File: config.mk
export PLATFORM = sky130hd
export DESIGN_NAME = uart_tx_arb
export DESIGN_NICKNAME = d
export VERILOG_FILES = /design/src/rtl/uart_tx_arb.sv
export SDC_FILE = /design/constraint.sdc
export NUM_CORES = 1
export LEC_CHECK = 0
export CORE_ASPECT_RATIO = 1.4
export CORE_MARGIN = 5
export CORE_UTILIZATION = 44
export CTS_BUF_LIST = sky130_fd_sc_hd__clkbuf_2 sky130_fd_sc_hd__clkbuf_4 sky130_fd_sc_hd__clkbuf_8
export DETAILED_ROUTE_END_ITERATION = 8
export PLACE_DENSITY = 0.78
export SLEW_MARGIN = 20
export SYNTH_ARGS = -nofsm -noshare
export SYNTH_HDL_FRONTEND = slang
export SYNTH_SLANG_ARGS = --single-unit
export TNS_END_PERCENT = 5
File: constraint.sdc
create_clock -name clk -period 2.4 [get_ports clk]
set_clock_uncertainty 0.15 [all_clocks]
set_input_delay 0.48 -clock clk [delete_from_list [all_inputs] [get_ports clk]]
set_output_delay 0.48 -clock clk [all_outputs]
set_load 0.1 [all_outputs]
File: src/rtl/uart_tx_arb.sv
// uart_tx_arb: round-robin arbiter that shares one UART transmitter among NUM_REQ requesters.
// Optional macro UART_TX_ARB_TIMEOUT_EN adds a WAIT-state watchdog that drives timeout_err.
module uart_tx_arb #(
    parameter int NUM_REQ     = 4,
    parameter int DATA_W      = 8,
    parameter int GAP_CYCLES  = 2,
    parameter int TIMEOUT_CYC = 1024
) (
    input  logic                       clk,
    input  logic                       reset_n,
    input  logic [NUM_REQ-1:0]         req,
    input  logic [NUM_REQ*DATA_W-1:0]  req_data,
    output logic [NUM_REQ-1:0]         ack,
    output logic [NUM_REQ-1:0]         done,
    output logic                       tx_valid,
    output logic [DATA_W-1:0]          tx_data,
    output logic                       tx_start,
    input  logic                       tx_done,
    output logic                       busy,
    output logic [$clog2(NUM_REQ)-1:0] grant_id,
    output logic                       timeout_err
);

    localparam int GID_W = $clog2(NUM_REQ);
    localparam int GAP_W = (GAP_CYCLES > 1) ? $clog2(GAP_CYCLES) : 1;

    if (NUM_REQ < 2 || NUM_REQ > 8 || DATA_W < 1 || GAP_CYCLES < 0 || TIMEOUT_CYC < 1) begin : g_bad_cfg
        $error("uart_tx_arb: parameter out of range");
    end

    typedef enum logic [2:0] {
        S_IDLE,
        S_LOAD,
        S_START,
        S_WAIT,
        S_GAP
    } state_e;

    state_e              state_q;
    logic [GID_W-1:0]    last_grant_q;
    logic [GID_W-1:0]    grant_id_q;
    logic [DATA_W-1:0]   tx_data_q;
    logic [NUM_REQ-1:0]  ack_q;
    logic [NUM_REQ-1:0]  done_q;
    logic                tx_valid_q;
    logic                tx_start_q;
    logic                busy_q;
    logic [GAP_W-1:0]    gap_cnt_q;

    logic [GID_W-1:0]    win_d;
    logic                any_req_d;
    logic [DATA_W-1:0]   slot_data [NUM_REQ];

    // Priority chain: offset gi+1 from last_grant; the nearest asserted requester wins.
    for (genvar gi = 0; gi < NUM_REQ; gi++) begin : g_rr
        logic [GID_W:0]   sum;
        logic [GID_W-1:0] cand;
        logic             hit;
        logic             found;
        logic [GID_W-1:0] pick;

        assign sum  = {1'b0, last_grant_q} + (GID_W+1)'(gi + 1);
        assign cand = (sum >= (GID_W+1)'(NUM_REQ)) ? GID_W'(sum - (GID_W+1)'(NUM_REQ))
                                                   : sum[GID_W-1:0];
        assign hit  = req[cand];
        assign slot_data[gi] = req_data[gi*DATA_W +: DATA_W];

        if (gi == 0) begin : g_first
            assign found = hit;
            assign pick  = cand;
        end else begin : g_next
            assign found = g_rr[gi-1].found | hit;
            assign pick  = g_rr[gi-1].found ? g_rr[gi-1].pick : cand;
        end
    end

    assign win_d     = g_rr[NUM_REQ-1].pick;
    assign any_req_d = g_rr[NUM_REQ-1].found;

`ifdef UART_TX_ARB_TIMEOUT_EN
    localparam int WD_W = (TIMEOUT_CYC > 1) ? $clog2(TIMEOUT_CYC) : 1;
    logic [WD_W-1:0] wdog_q;
    logic            timeout_err_q;
`endif

    always_ff @(posedge clk or negedge reset_n) begin
        if (!reset_n) begin
            state_q      <= S_IDLE;
            last_grant_q <= GID_W'(NUM_REQ - 1);
            grant_id_q   <= '0;
            tx_data_q    <= '0;
            ack_q        <= '0;
            done_q       <= '0;
            tx_valid_q   <= 1'b0;
            tx_start_q   <= 1'b0;
            busy_q       <= 1'b0;
            gap_cnt_q    <= '0;
`ifdef UART_TX_ARB_TIMEOUT_EN
            wdog_q        <= '0;
            timeout_err_q <= 1'b0;
`endif
        end else begin
            ack_q      <= '0;
            done_q     <= '0;
            tx_valid_q <= 1'b0;
            tx_start_q <= 1'b0;
`ifdef UART_TX_ARB_TIMEOUT_EN
            timeout_err_q <= 1'b0;
`endif
            case (state_q)
                S_IDLE: begin
                    if (any_req_d) begin
                        state_q    <= S_LOAD;
                        busy_q     <= 1'b1;
                        grant_id_q <= win_d;
                        tx_data_q  <= slot_data[win_d];
                        ack_q      <= NUM_REQ'(1) << win_d;
                        tx_valid_q <= 1'b1;
                    end
                end
                S_LOAD: begin
                    state_q    <= S_START;
                    tx_start_q <= 1'b1;
                end
                S_START: begin
                    state_q <= S_WAIT;
`ifdef UART_TX_ARB_TIMEOUT_EN
                    wdog_q  <= '0;
`endif
                end
                S_WAIT: begin
                    if (tx_done) begin
                        done_q       <= NUM_REQ'(1) << grant_id_q;
                        last_grant_q <= grant_id_q;
                        if (GAP_CYCLES == 0) begin
                            state_q <= S_IDLE;
                            busy_q  <= 1'b0;
                        end else begin
                            state_q   <= S_GAP;
                            gap_cnt_q <= '0;
                        end
                    end
`ifdef UART_TX_ARB_TIMEOUT_EN
                    // A stalled transmitter still advances the rotation, so nobody starves.
                    else if (wdog_q == WD_W'(TIMEOUT_CYC - 1)) begin
                        timeout_err_q <= 1'b1;
                        last_grant_q  <= grant_id_q;
                        if (GAP_CYCLES == 0) begin
                            state_q <= S_IDLE;
                            busy_q  <= 1'b0;
                        end else begin
                            state_q   <= S_GAP;
                            gap_cnt_q <= '0;
                        end
                    end else begin
                        wdog_q <= wdog_q + 1'b1;
                    end
`endif
                end
                S_GAP: begin
                    if (gap_cnt_q == GAP_W'(GAP_CYCLES - 1)) begin
                        state_q <= S_IDLE;
                        busy_q  <= 1'b0;
                    end else begin
                        gap_cnt_q <= gap_cnt_q + 1'b1;
                    end
                end
                default: begin
                    state_q <= S_IDLE;
                    busy_q  <= 1'b0;
                end
            endcase
        end
    end

    assign ack      = ack_q;
    assign done     = done_q;
    assign tx_valid = tx_valid_q;
    assign tx_data  = tx_data_q;
    assign tx_start = tx_start_q;
    assign busy     = busy_q;
    assign grant_id = grant_id_q;

`ifdef UART_TX_ARB_TIMEOUT_EN
    assign timeout_err = timeout_err_q;
`else
    assign timeout_err = 1'b0;
`endif

endmodule

==> out/qor.json <==
{
  "timing": {
    "holdWs_ns": 0.361,
    "worst-slew-pin-transition_ns": 0.620,
    "setup_viol": 0,
    "maxClockFrequency_ghz": 0.438,
    "relSlewSlack_pct": 58.7,
    "setup_total_negative_slack_ns": 0,
    "timing_hold_violations_final": 0,
    "setup_ws_ns": 0.116,
    "final_min_period_over_clock_period_pct": 95.2
  },
  "finish": {
    "clkbuf_count": 3,
    "final_layout_size_suffix_gt1_share_pct": 26.2,
    "final_design_area_no_fill_um2": 2130,
    "comb-cell-share_pct": 34.1,
    "largest_register_ff_count": 8,
    "flop_area_um2": 678,
    "layout.nets": 246,
    "seq_area_share_pct": 31.8,
    "antenna-diode-count": 0,
    "fillCellCount": 260,
    "ff_count": 27,
    "layout_inverter_count_without_the_clock_tree": 3,
    "final_layout_top_logic_cell": "clkdlybuf4s50_1",
    "clock_area_share_pct": 2.29,
    "nonClockBufferCount": 68,
    "area_dominant_class": "multi-input combinational cells",
    "comb.multi_input.count": 104
  },
  "power": {
    "internal_power_mw": 1.40,
    "clock_power_mw": 0.251,
    "total_power_mw": 3.19,
    "power.switching_mw": 1.79,
    "pwr-share-seq_pct": 25.2,
    "power-top-group": "combinational cells",
    "max-vdd-ir-drop_v": 0.00122,
    "share_clk_of_total_power_pct": 7.9,
    "cellLeakagePower_nw": 0.991,
    "comb_power_share_pct": 66.9,
    "sequentialPower_mw": 0.804,
    "power_switching_share_pct": 56.2,
    "power_dens_cells_nw_per_um2": 1500,
    "powerComb_mw": 2.14
  },
  "status": {
    "outcome": "finished clean"
  },
  "synth": {
    "synth.mux.area_fraction_pct": 6.17,
    "synth.top_cell.area_share_pct": 42.9,
    "ys_async_sr_fraction_pct": 100,
    "avgSynthCellArea_um2": 10.4,
    "yosys.area_share.aoi_pct": 17.9,
    "synth.yosys.warnings": 0,
    "ys.flops": 27,
    "yosys.area_share.simple_pct": 25.5,
    "synthMostInstantiatedCell": "dfrtp_1",
    "largest_area_cell": "dfrtp_1",
    "synthDistinctLibCells": 37,
    "synth_stat.cells": 140,
    "post_synth_tally_of_flip_flops_with_integrated_enable": 0,
    "common_cells": "25 x dfrtp_1, 17 x nor2_1, 11 x and3_1, 9 x a211oi_1, 9 x mux2i_1",
    "synth.area.top_cells": "dfrtp_1 43%, a221oi_2 8.2%, mux2i_1 6.2%, and3_1 4.7%, a211oi_1 4.6%",
    "synthCells": 140,
    "yosys_most_used_dff": "dfrtp_1",
    "mappedNetlistArea_um2": 1460,
    "synth.cellmix.adderShare_pct": 0,
    "syn_nets": 179
  },
  "hold_path": {
    "hold_path_end": "last_grant_q[0]",
    "holdPathStages": 2,
    "kind_of_path_behind_the_tightest_hold_check": "reg -> reg"
  },
  "floorplan": {
    "design.core.area_um2": 3150,
    "die.size.x_um": 58.7,
    "floorplan.io_pins": 61,
    "die.size.y_um": 78.1,
    "tap_cells": 39,
    "initCoreUtil_pct": 46.3,
    "dieArea_um2": 4580
  },
  "critical_path": {
    "regToRegEndpoint": "tx_data[6]",
    "cp-start-kind": "primary input",
    "worst-path-stages": 7,
    "regToRegSetupSlack_ns": 0.32,
    "critPathSlowestCell": "clkdlybuf4s50_1",
    "crit_path_max_incr_delay_ns": 0.57,
    "required_ns": 2.43,
    "critical_path.cell_chain": "clkdlybuf4s50_1 > nor3b_2 > a21oi_2 > buf_12 > nand2_2 > mux2i_1 > a221oi_2",
    "highest_net_fanout_along_the_worst_path": 18,
    "crit_arrival_ns": 2.31,
    "setup.worst_path.end": "tx_data[6]",
    "setup.worst_path.start": "req[1]",
    "crit_family": "buffers and inverters",
    "kind_of_end_point_of_the_critical_path": "flip-flop",
    "timing.reg2reg.worst_path_depth": 6,
    "worst-setup-path-type": "in -> reg"
  },
  "detailed_routing": {
    "wl_met3_um": 276,
    "wirelength_met1_mm": 1.43,
    "drt_iter0_markers": 35,
    "route.detailed.vias_per_inst": 5.37,
    "dr_wl_met2_mm": 1.87,
    "dr_top_layer": "met4",
    "remaining_drc_errors": 0,
    "first_pass_iters": 4,
    "drt.antenna.violating_nets": 0
  },
  "global_routing": {
    "groute.layer.met1.usage_pct": 19.9,
    "grt_pass1_wl_mm": 6.25,
    "grt_max_degree": 28,
    "antenna_found_initial": 0,
    "grt.met2_usage_pct": 30.6,
    "globalRouteOverflowTotal": 0,
    "vias_in_the_first_global_route": 1444,
    "gr-usage-met3_pct": 4.43,
    "grt-busiest-layer": "met2"
  },
  "clock_network": {
    "post_cts.repair.setup_buffers": 0,
    "cts_made_buffers": 3,
    "hold_buffers": 0,
    "clock-sinks": 27,
    "root_buffer": "clkbuf_8",
    "ctsLongestPathBuffers": 2,
    "clk_slew_on_worst_s_h_paths_ns": 0.09,
    "cts_max_level": 1,
    "worstSkewPairLatency_ns": 0.27,
    "clock_tree_from_tritoncts": "done"
  },
  "placed_design": {
    "numPortBuffers": 59,
    "gp_routability_congestion": 0.792,
    "numPlacedInstances": 241,
    "post_dp_cell_area_um2": 2080,
    "detailed_place_hpwl_mm": 2.94,
    "placement.setup.worst_slack_ns": -0.116
  },
  "job": {
    "max_cap_viol_count": 0
  }
}
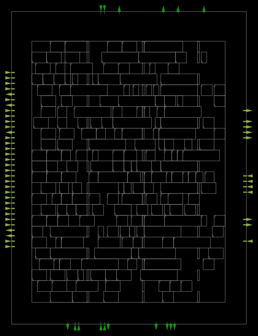
*Placement view*
utilization of the core after routing: 67.6%
row count: 24
Layout Cells excl Fill: 245

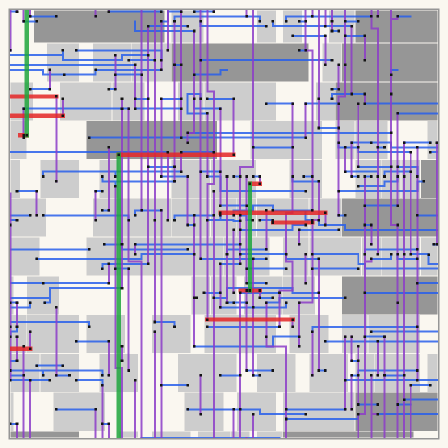
*Close-up of the layout*
Region (14, 24) to (44, 54) um. Cells in gray, sequential cells in the stronger gray; small squares are vias.
Key: metal 1 = blue; metal 2 = purple; metal 3 = red; metal 4 = green
Sequential cells in the window: 9. 73 logic cells have their middle in the window. Most frequent: dfrtp_1 (8), buf_4 (7). Netlist names of flops here include done (2), state_q (2), tx_data (2).

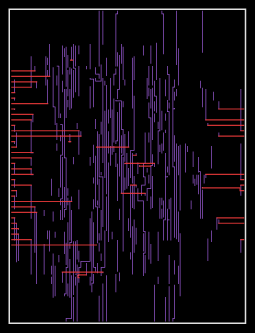
*Signal wires by layer*
(4 px per um) Only two layers are drawn.
Key: metal 2 = purple [wire length 1870 um]; metal 3 = red [wire length 276 um]
total vias in the final route: 1315
final routed wire length divided by cell count: 14.8 um
sum of routed wire length over all layers: 3.63 mm
GRT Resource Usage Total: 17.2%

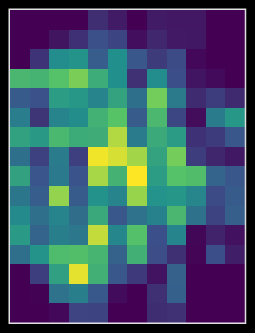
*Wiring heat map*
(4 px per um) 12 x 16 tiles, from dark purple (low) to yellow (high), scaled to the fullest tile. Values are wire area over tile area, all layers added.
The emptiest ninth of the die: north-east. The mean over all tiles is 0.13. The densest ninth of the die: center. 18% of the tiles are nearly empty. 27% of the tiles are over half the peak. The fullest tile reaches 0.40.

Power and IR drop assume default switching activity.
